### Clock routing, run 1

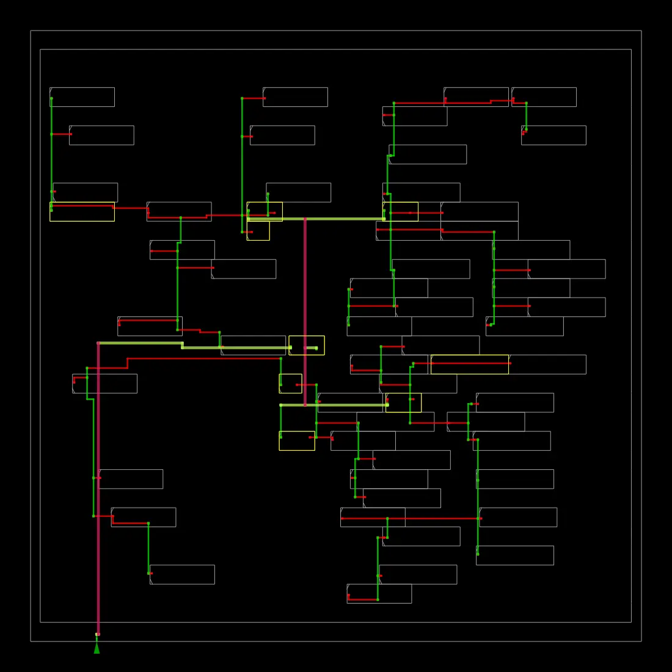
### Zoomed window, run 1

Window x 31 to 56, y 31 to 56 microns. Cells in grey, sequential cells in the stronger grey; small squares are vias.
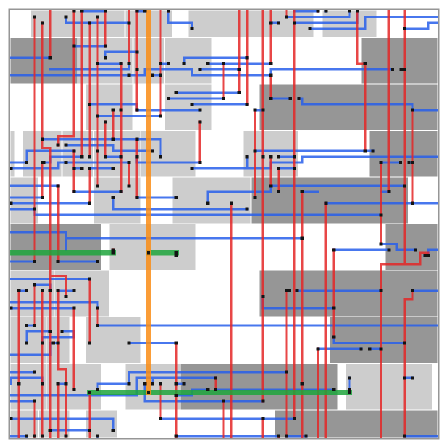
### Clock wires, drivers and flops, run 1

Scale: 6 px per micron.
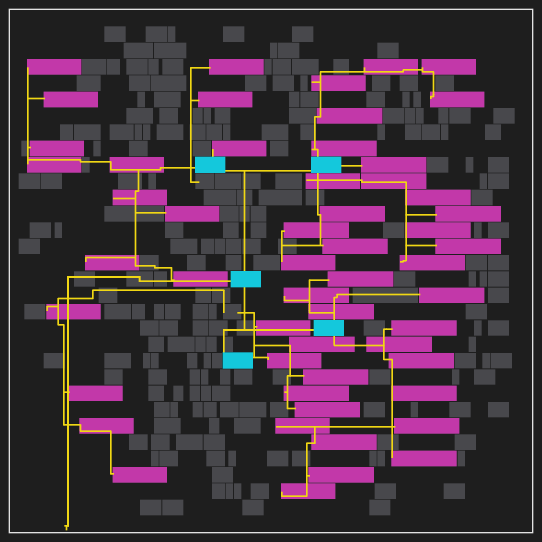
File: src/rtl/output_decimator.sv
// Output decimator: sums N = 2^DEC_SEL converter samples per block.
// Each block result goes into a small FIFO with a ready/valid read side.
// A sticky overflow flag records any result dropped because the FIFO was full.
module output_decimator #(
    parameter int DATA_W     = 11,
    parameter int FIFO_DEPTH = 2
) (
    input  logic                     CLK_24M,
    input  logic                     reset,
    input  logic                     clock_3M_in,
    input  logic signed [DATA_W-1:0] sample_in,
    input  logic                     enable,
    input  logic [1:0]               DEC_SEL,
    output logic [DATA_W+2:0]        out_data,
    output logic                     out_valid,
    input  logic                     out_ready,
    output logic                     overflow,
    input  logic                     overflow_clr
);

    localparam int OUT_W = DATA_W + 3;
    localparam int PTR_W = (FIFO_DEPTH > 1) ? $clog2(FIFO_DEPTH) : 1;

    // Strobe detection. 'armed' keeps a level that is already high at reset
    // release from being seen as a rising edge.
    logic clk3_q;
    logic armed;
    logic strobe;

    // Registers the previous clock_3M_in level and arms detection one cycle after reset.
    always_ff @(posedge CLK_24M or posedge reset) begin
        if (reset) begin
            clk3_q <= 1'b0;
            armed  <= 1'b0;
        end else begin
            clk3_q <= clock_3M_in;
            armed  <= 1'b1;
        end
    end

    assign strobe = clock_3M_in & ~clk3_q & armed & enable;

    // Accumulator and block control. At the start of a block (cnt==0) the
    // live DEC_SEL is used; mid-block the latched ratio governs.
    logic [OUT_W-1:0] acc;
    logic [2:0]       cnt;
    logic [1:0]       dec_q;
    logic [1:0]       cur_sel;
    logic [2:0]       last_idx;
    logic             last;
    logic [OUT_W-1:0] sext;
    logic [OUT_W-1:0] sum;
    logic             push;

    assign cur_sel = (cnt == 3'd0) ? DEC_SEL : dec_q;

    // Maps the ratio select to the index of the final sample in a block.
    always_comb begin
        last_idx = 3'd0;
        case (cur_sel)
            2'd0: last_idx = 3'd0;
            2'd1: last_idx = 3'd1;
            2'd2: last_idx = 3'd3;
            default: last_idx = 3'd7;
        endcase
    end

    assign last = (cnt == last_idx);
    assign sext = {{3{sample_in[DATA_W-1]}}, sample_in};
    assign sum  = acc + sext;
    assign push = strobe & last;

    // Accumulates samples and clears on block completion or when disabled.
    always_ff @(posedge CLK_24M or posedge reset) begin
        if (reset) begin
            acc   <= '0;
            cnt   <= '0;
            dec_q <= 2'd0;
        end else if (!enable) begin
            acc <= '0;
            cnt <= '0;
        end else if (strobe) begin
            if (cnt == 3'd0) dec_q <= DEC_SEL;
            if (last) begin
                acc <= '0;
                cnt <= '0;
            end else begin
                acc <= sum;
                cnt <= cnt + 3'd1;
            end
        end
    end

    // Output FIFO. Pointers carry an extra wrap bit to tell full from empty.
    logic [OUT_W-1:0] mem [FIFO_DEPTH];
    logic [PTR_W:0]   wr_ptr;
    logic [PTR_W:0]   rd_ptr;
    logic             empty;
    logic             full;
    logic             pop;
    logic             wr_en;
    logic             drop;

    assign empty = (wr_ptr == rd_ptr);
    assign full  = (wr_ptr[PTR_W] != rd_ptr[PTR_W]) &&
                   (wr_ptr[PTR_W-1:0] == rd_ptr[PTR_W-1:0]);
    assign pop   = ~empty & out_ready;
    // A pop in the same cycle frees the slot the push needs.
    assign wr_en = push & (~full | pop);
    assign drop  = push & full & ~pop;

    // Advances read/write pointers on pop and accepted push.
    always_ff @(posedge CLK_24M or posedge reset) begin
        if (reset) begin
            wr_ptr <= '0;
            rd_ptr <= '0;
        end else begin
            if (wr_en) wr_ptr <= wr_ptr + 1'b1;
            if (pop)   rd_ptr <= rd_ptr + 1'b1;
        end
    end

    // Stores the completed block sum into the FIFO slot at the write pointer.
    always_ff @(posedge CLK_24M) begin
        if (wr_en) mem[wr_ptr[PTR_W-1:0]] <= sum;
    end

    // Sticky overflow; a drop in the same cycle overrides a clear.
    always_ff @(posedge CLK_24M or posedge reset) begin
        if (reset)             overflow <= 1'b0;
        else if (drop)         overflow <= 1'b1;
        else if (overflow_clr) overflow <= 1'b0;
    end

    assign out_valid = ~empty;
    // Gated so the output reads zero whenever the FIFO is empty, including in reset.
    assign out_data  = out_valid ? mem[rd_ptr[PTR_W-1:0]] : '0;

endmodule

File: config.mk
export PLATFORM = sky130hd
export DESIGN_NAME = output_decimator
export DESIGN_NICKNAME = d
export VERILOG_FILES = /design/src/rtl/output_decimator.sv
export SDC_FILE = /design/constraint.sdc
export NUM_CORES = 1
export LEC_CHECK = 0
export CAP_MARGIN = 40
export CORE_UTILIZATION = 39
export DETAILED_ROUTE_END_ITERATION = 16
export GPL_TIMING_DRIVEN = 1
export MAX_ROUTING_LAYER = met4
export PLACE_DENSITY = 0.61
export SLEW_MARGIN = 20
export SYNTH_ARGS = -nofsm -noshare
export SYNTH_HDL_FRONTEND = slang
export SYNTH_SLANG_ARGS = --single-unit
File: constraint.sdc
create_clock -name CLK_24M -period 4.57 [get_ports CLK_24M]
set_input_delay 0.457 -clock CLK_24M [delete_from_list [all_inputs] [get_ports CLK_24M]]
set_output_delay 0.457 -clock CLK_24M [all_outputs]
set_load 0.05 [all_outputs]
==> summary.txt, run 1 <==
share of cells above drive strength 1 -> 0.09594
Primary FF master, synth -> edfxtp_1
Root Driver -> clkbuf_8
drt total wl -> 5.127 mm
clk latency late pin -> 0.30 ns
first-pass GRT wire length -> 8.742 mm
YS chip area -> 2818 sq um
Post-CTS Setup Inserts -> 0
reg2reg end -> cnt[0]
Non-clock buffering overhead -> 0.1192
Worst R2R Start -> cnt[0]
Tapcells -> 96
vias per cell -> 4.997
Post-Route Utilization -> 0.4998
CP peak stage delay -> 0.82 ns
Floorplan Utilization -> 0.4102
CP Max Fanout -> 17
Synthesis Warnings -> 0
ys cells -> 230
GRT Total Usage -> 0.1564
Final Setup Violations -> 0
Tot Pwr -> 1.801 mW
Clock H-tree levels -> 2
register share after synthesis -> 0.5293
Die Wd -> 87 microns
status -> complete, no violations
Place WS -> 1.608 ns
clk slew on worst S/H paths -> 0.10 ns
nets@finish -> 305
top-count cell post-synth -> edfxtp_1
area grow syn2layout -> 21.85%
Row Count -> 30
Area-dominant class -> flip-flops and latches
critical path startpoint category -> flip-flop
#MultiIn Comb -> 157
Post-synth EDFFs -> 28
CTS tree -> built
reg-to-reg slack, setup -> 2.04 ns
post-cts repair resize count -> 0
Final Critical Period -> 2.832 ns
Post-synth top cells -> edfxtp_1, dfrtp_1, nor2_1, mux2i_1, a22o_1
Flops after synth -> 54
post-synth top area cell -> edfxtp_1
RSZ-0062 raised after global routing -> no
element type at the critical path end -> output pin
logic share of the area -> 0.3644
leakage -> 1.497 nW
fill count -> 631
die area -> 7569 sq um
Top area cell types -> edfxtp_1, dfrtp_1, ha_1
Signal inverters -> 12
mapped cell area -> 2818 sq um
DR iter-0 viols -> 97
TritonRoute pass-1 iters -> 4
WHS Endpoint -> wr_ptr[1]
number of antenna violations at the first check in global routing -> 0
Cells after Synth -> 230
TritonCTS Buffers -> 5
Clock Skew -> 0.004090 ns
post-synthesis average cell area -> 12.25 sq um
worst hold-check path type -> flip-flop to flip-flop
fraction of area in registers -> 0.4344
endpoints failing hold -> 0
Back to the opening pictures, 'Clock routing':
clock group power: 0.325 mW
total clock sinks: 54

Back to the opening pictures, 'Zoomed window':
layer	colour
metal 3	green
metal 1	blue
metal 2	red
metal 4	orange
most frequent	a21o_1 (5), edfxtp_1 (4)
sequential cells in the window	7
cells with their middle in the window	37
netlist names of flops here include	`mem` (4), `acc` (3)

Back to the opening pictures, 'Clock wires, drivers and flops':
[clock wires] yellow | length: 606 microns
[flip-flops] magenta | count: 54
[clock drivers] cyan | count: 5
routed clock nets	6

[run 1: placed cells by master (no fill, tap or decap), types with 3 or more instances in the layout]
cell type / n
nand3_1: 3
nor2_1: 20
nand2_1: 9
xor2_1: 8
clkdlybuf4s50_1: 34
clkbuf_8: 5
xnor2_1: 10
mux2_2: 3
nor3_1: 3
mux2i_1: 17
a21oi_1: 8
a22o_1: 16
dfrtp_1: 26
inv_1: 12
a21o_1: 6
buf_4: 4
edfxtp_1: 28
ha_1: 15
o211ai_1: 3
o21ai_0: 5
[run 1: worst max path at each step]
stage	from	end	slack [ns]
final	rd_ptr[0]	out_data[13]	1.74
after detailed placement	sample_in[0]	acc[12]	1.61
after global routing	rd_ptr[0]	out_data[13]	1.60
after floorplan	cnt[0]	mem[0][0]	1.30
after global placement	sample_in[0]	acc[12]	1.65
after CTS	rd_ptr[0]	out_data[13]	1.70
[run 1: state kept, by name (all words and copies together), names as in the netlist]
signal	cells
cnt	3
wr_ptr	2
mem	28
armed	1
clk3_q	1
overflow	1
dec_q	2
acc	14
rd_ptr	2
[run 1: cells by family after synthesis]
logic type / synth area share
flops: 0.5293
xor+xnor: 0.05595
simple gates: 0.09014
buf+inv: 0.03108
mux: 0.07238
other cells: 0.001331
compound gates: 0.1461
fa+ha+maj: 0.07371
[run 1: layer usage]
layer  vias to the layer above  wire length (microns)  GRT usage
met5                         -                      0          -
met2                        30                   2330     0.2391
met1                       871                   2605     0.2152
met4                         0                     68    0.04545
met3                         5                    123    0.02559
li1                        928                      -          -
[run 1: report_power, final]
group | switching (mW) | leakage, nW | total [mW] | internal (mW)
clock | 0.159 | 0.0587 | 0.325 | 0.166
combinational | 0.588 | 0.843 | 0.903 | 0.315
sequential | 0.0225 | 0.595 | 0.573 | 0.550
--- run 2 (diff from run 1) ---
Clock period 4.57 ns to 2.75 ns, I/O delays scaled along.
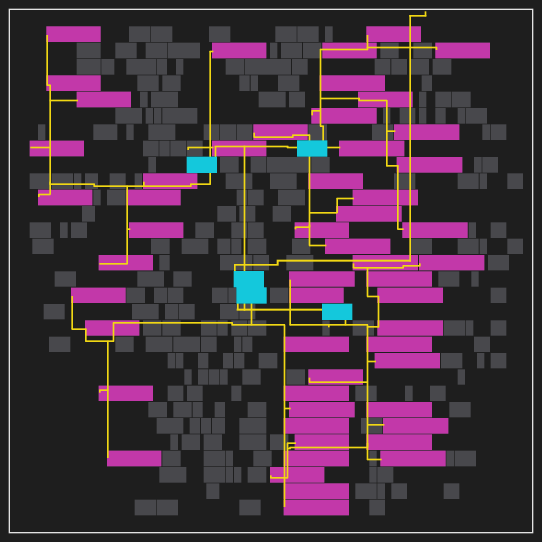
*Clock wires, drivers and flops, run 2*
Scale: 6 px per micron.
[clock drivers] cyan | count: 5
[clock wires] yellow | length: 599 microns
[flip-flops] magenta | count: 54
routed clock nets	6

==> run 2 against run 1 <==
- clock-buffer cell count increased by 1
- final cell count up 1.1%
- non-clock buffer count increased by 4
- clock skew increased by 0.0032 ns
- core utilization down 0.84 points
- via count is 0.44% lower
- sequential share of layout area increased by 0.74 points
- clock power up 32%
- critical path depth increased by 3
- global-route usage is 0.41 points lower
- flip-flop count unchanged
- largest cell class unchanged
- highest routed layer unchanged
==> summary.txt, run 2 <==
Synthesis Warnings -> 0 (unchanged)
first-pass GRT wire length -> 8.604 mm (-1.6%)
CP max-delay cell -> clkdlybuf4s50_1
DR iter-0 viols -> 56 (-42%)
vias in the first global route -> 1772
Largest type area fraction -> 0.2984
remaining global-route overflow -> 0
Worst Path Required -> 2.95 ns
Primary FF master, synth -> edfxtp_1
Cells after Synth -> 230 (unchanged)
top-count cell post-synth -> edfxtp_1
post-cts repair resize count -> 0 (unchanged)
Async SR Flop Fraction -> 0.4815
Floorplan Utilization -> 0.4102 (unchanged)
total clock sinks -> 54 (unchanged)
endpoints failing hold -> 0 (unchanged)
CP arrival -> 2.59 ns
Flops after synth -> 54 (unchanged)
die area -> 7569 sq um (unchanged)
number of remaining DRC errors -> 0
leakage -> 1.505 nW (+0.48%)
Die Y -> 87 microns
element type at the critical path end -> flip-flop
Final Setup Violations -> 0 (unchanged)
YS chip area -> 2818 sq um (unchanged)
period utilisation layout -> 0.8705
vias -> 1826
Die Wd -> 87 microns (unchanged)
register share after synthesis -> 0.5293 (unchanged)
CP peak stage delay -> 0.42 ns (-0.40 ns)
Min Hold Slack -> 0.3254 ns
fill count -> 639 (+1.3%)
largest net degree at the start of global routing -> 27
Final Critical Period -> 2.394 ns
max reg flops -> 28 (unchanged)
area grow syn2layout -> 19.80%
Post-Route Utilization -> 0.4914 (-0.008379)
vias per cell -> 4.922 (-1.5%)
hpwl dp -> 3.865 mm
post-synthesis average cell area -> 12.25 sq um (unchanged)
TritonRoute pass-1 iters -> 4 (unchanged)
post-synth top area cell -> edfxtp_1
Clock Skew -> 0.007249 ns (+0.003158 ns)
RSZ-0062 raised after global routing -> no
Post-CTS Setup Inserts -> 0 (unchanged)
Top area cell types -> edfxtp_1, dfrtp_1, ha_1
clk slew on worst S/H paths -> 0.10 ns (about the same)
mapped cell area -> 2818 sq um (unchanged)
status -> complete, no violations
Place WS -> -0.003431 ns (-1.611 ns)
clk latency late pin -> 0.30 ns (about the same)
nets@finish -> 309 (+1.3%)
worst hold-check path type -> primary input to asynchronous set/reset pin
GRT Total Usage -> 0.1523 (-0.004102)
fmax -> 417.7 MHz
Post-synth EDFFs -> 28 (unchanged)
number of antenna violations at the first check in global routing -> 0 (unchanged)
CTS tree -> built
Post-synth top cells -> edfxtp_1, dfrtp_1, nor2_1, mux2i_1, a22o_1
Buf/Inv on CP -> 1
share of cells above drive strength 1 -> 0.1564 (+0.06042)
ys cells -> 230 (unchanged)
core area -> 6869 sq um
most frequent cells in the layout -> edfxtp_1, dfrtp_1, buf_4
Clock H-tree levels -> 2 (unchanged)
TritonCTS Buffers -> 5 (unchanged)
Slew Viols, Final -> 0
Root Driver -> clkbuf_8
drt total wl -> 5.189 mm (+1.2%)
CTS Hold Buffers Added -> 0
most frequent logic cell in the layout -> edfxtp_1
Row Count -> 30 (unchanged)
CP top delay family -> AND-OR/OR-AND gates
area post-placement -> 3288 sq um
critical path startpoint category -> primary input
routability cong. -> 0.8834
Tot Pwr -> 2.844 mW (+58%)
CP Max Fanout -> 4 (-13)
Post-Syn Nets -> 265
PortBufs -> 34
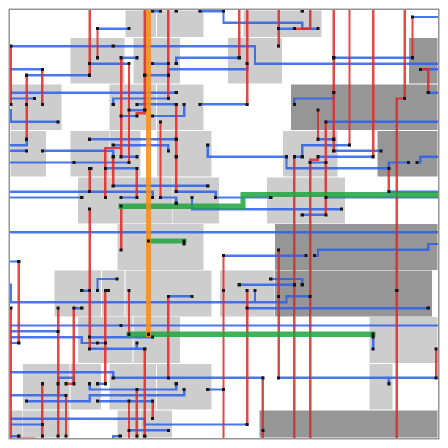
*Zoomed window, run 2*
Window x 31 to 56, y 31 to 56 microns. Cells in grey, sequential cells in the stronger grey; small squares are vias.
layer	colour
metal 4	orange
metal 3	green
metal 2	red
metal 1	blue
sequential cells in the window	4
netlist names of flops here include	`acc` (2), `mem` (2)
most frequent	a21o_1 (5)
cells with their middle in the window	36

## run 2: kinds of logic (layout without fill, tap and decap cells)
| logic type | after synthesis | in the layout | share of synthesized area |
|---|---|---|---|
| DFF | 54 | 54 | 0.5293 |
| muxes | 20 | 20 | 0.07238 |
| adders and majority gates | 16 | 16 | 0.07371 |
| buffers and inverters | 19 | 64 | 0.03108 |
| and+or+nand+nor | 49 | 49 | 0.09014 |
| xor gates and xnor gates | 18 | 18 | 0.05595 |
| AOI/OAI and AO/OA | 53 | 53 | 0.1461 |
| other | 1 | 1 | 0.001331 |
## run 2: final timing paths
path	from	end	slack (ns)	depth (start not counted)
min in group CLK_24M	clock_3M_in	clk3_q	0.48	1
hold reg to reg	wr_ptr[1]	wr_ptr[1]	0.49	1
hold / removal	reset	acc[0]	0.33	3
max in group asynchronous	reset	wr_ptr[0]	2.17	3
setup reg to reg	acc[0]	acc[12]	0.37	8
setup / recovery	sample_in[0]	acc[12]	0.36	9
## run 2: layout make-up
class,count,area (sq um),share of cell area
Multi-Input combinational cell,157,1254,0.3714
Clock inverter,2,15.01,0.004448
Timing Repair Buffer,44,377.9,0.1119
Clock buffer,6,72.57,0.02150
Sequential cell,54,1491,0.4418
Tap cell,96,120.1,0.03558
Inverter,12,45.04,0.01334
## run 2: metal layers
layer  routed length (microns)  vias to the layer above  part of all wire  track usage
met5                         0                        -                 0            -
met4                        68                        0             0.013      0.04242
met2                      2328                       28              0.45       0.2276
met1                      2657                      852              0.51       0.2142
met3                       135                        5             0.026      0.02559
li1                          -                      941                 -            -
## run 2: power by group
part           switching [mW]  internal [mW]  leakage, nW
clock                   0.250          0.180       0.0374
sequential             0.0422          0.915        0.595
combinational           0.984          0.473        0.872
No activity file was given, so power comes from the tool's default toggle rates.
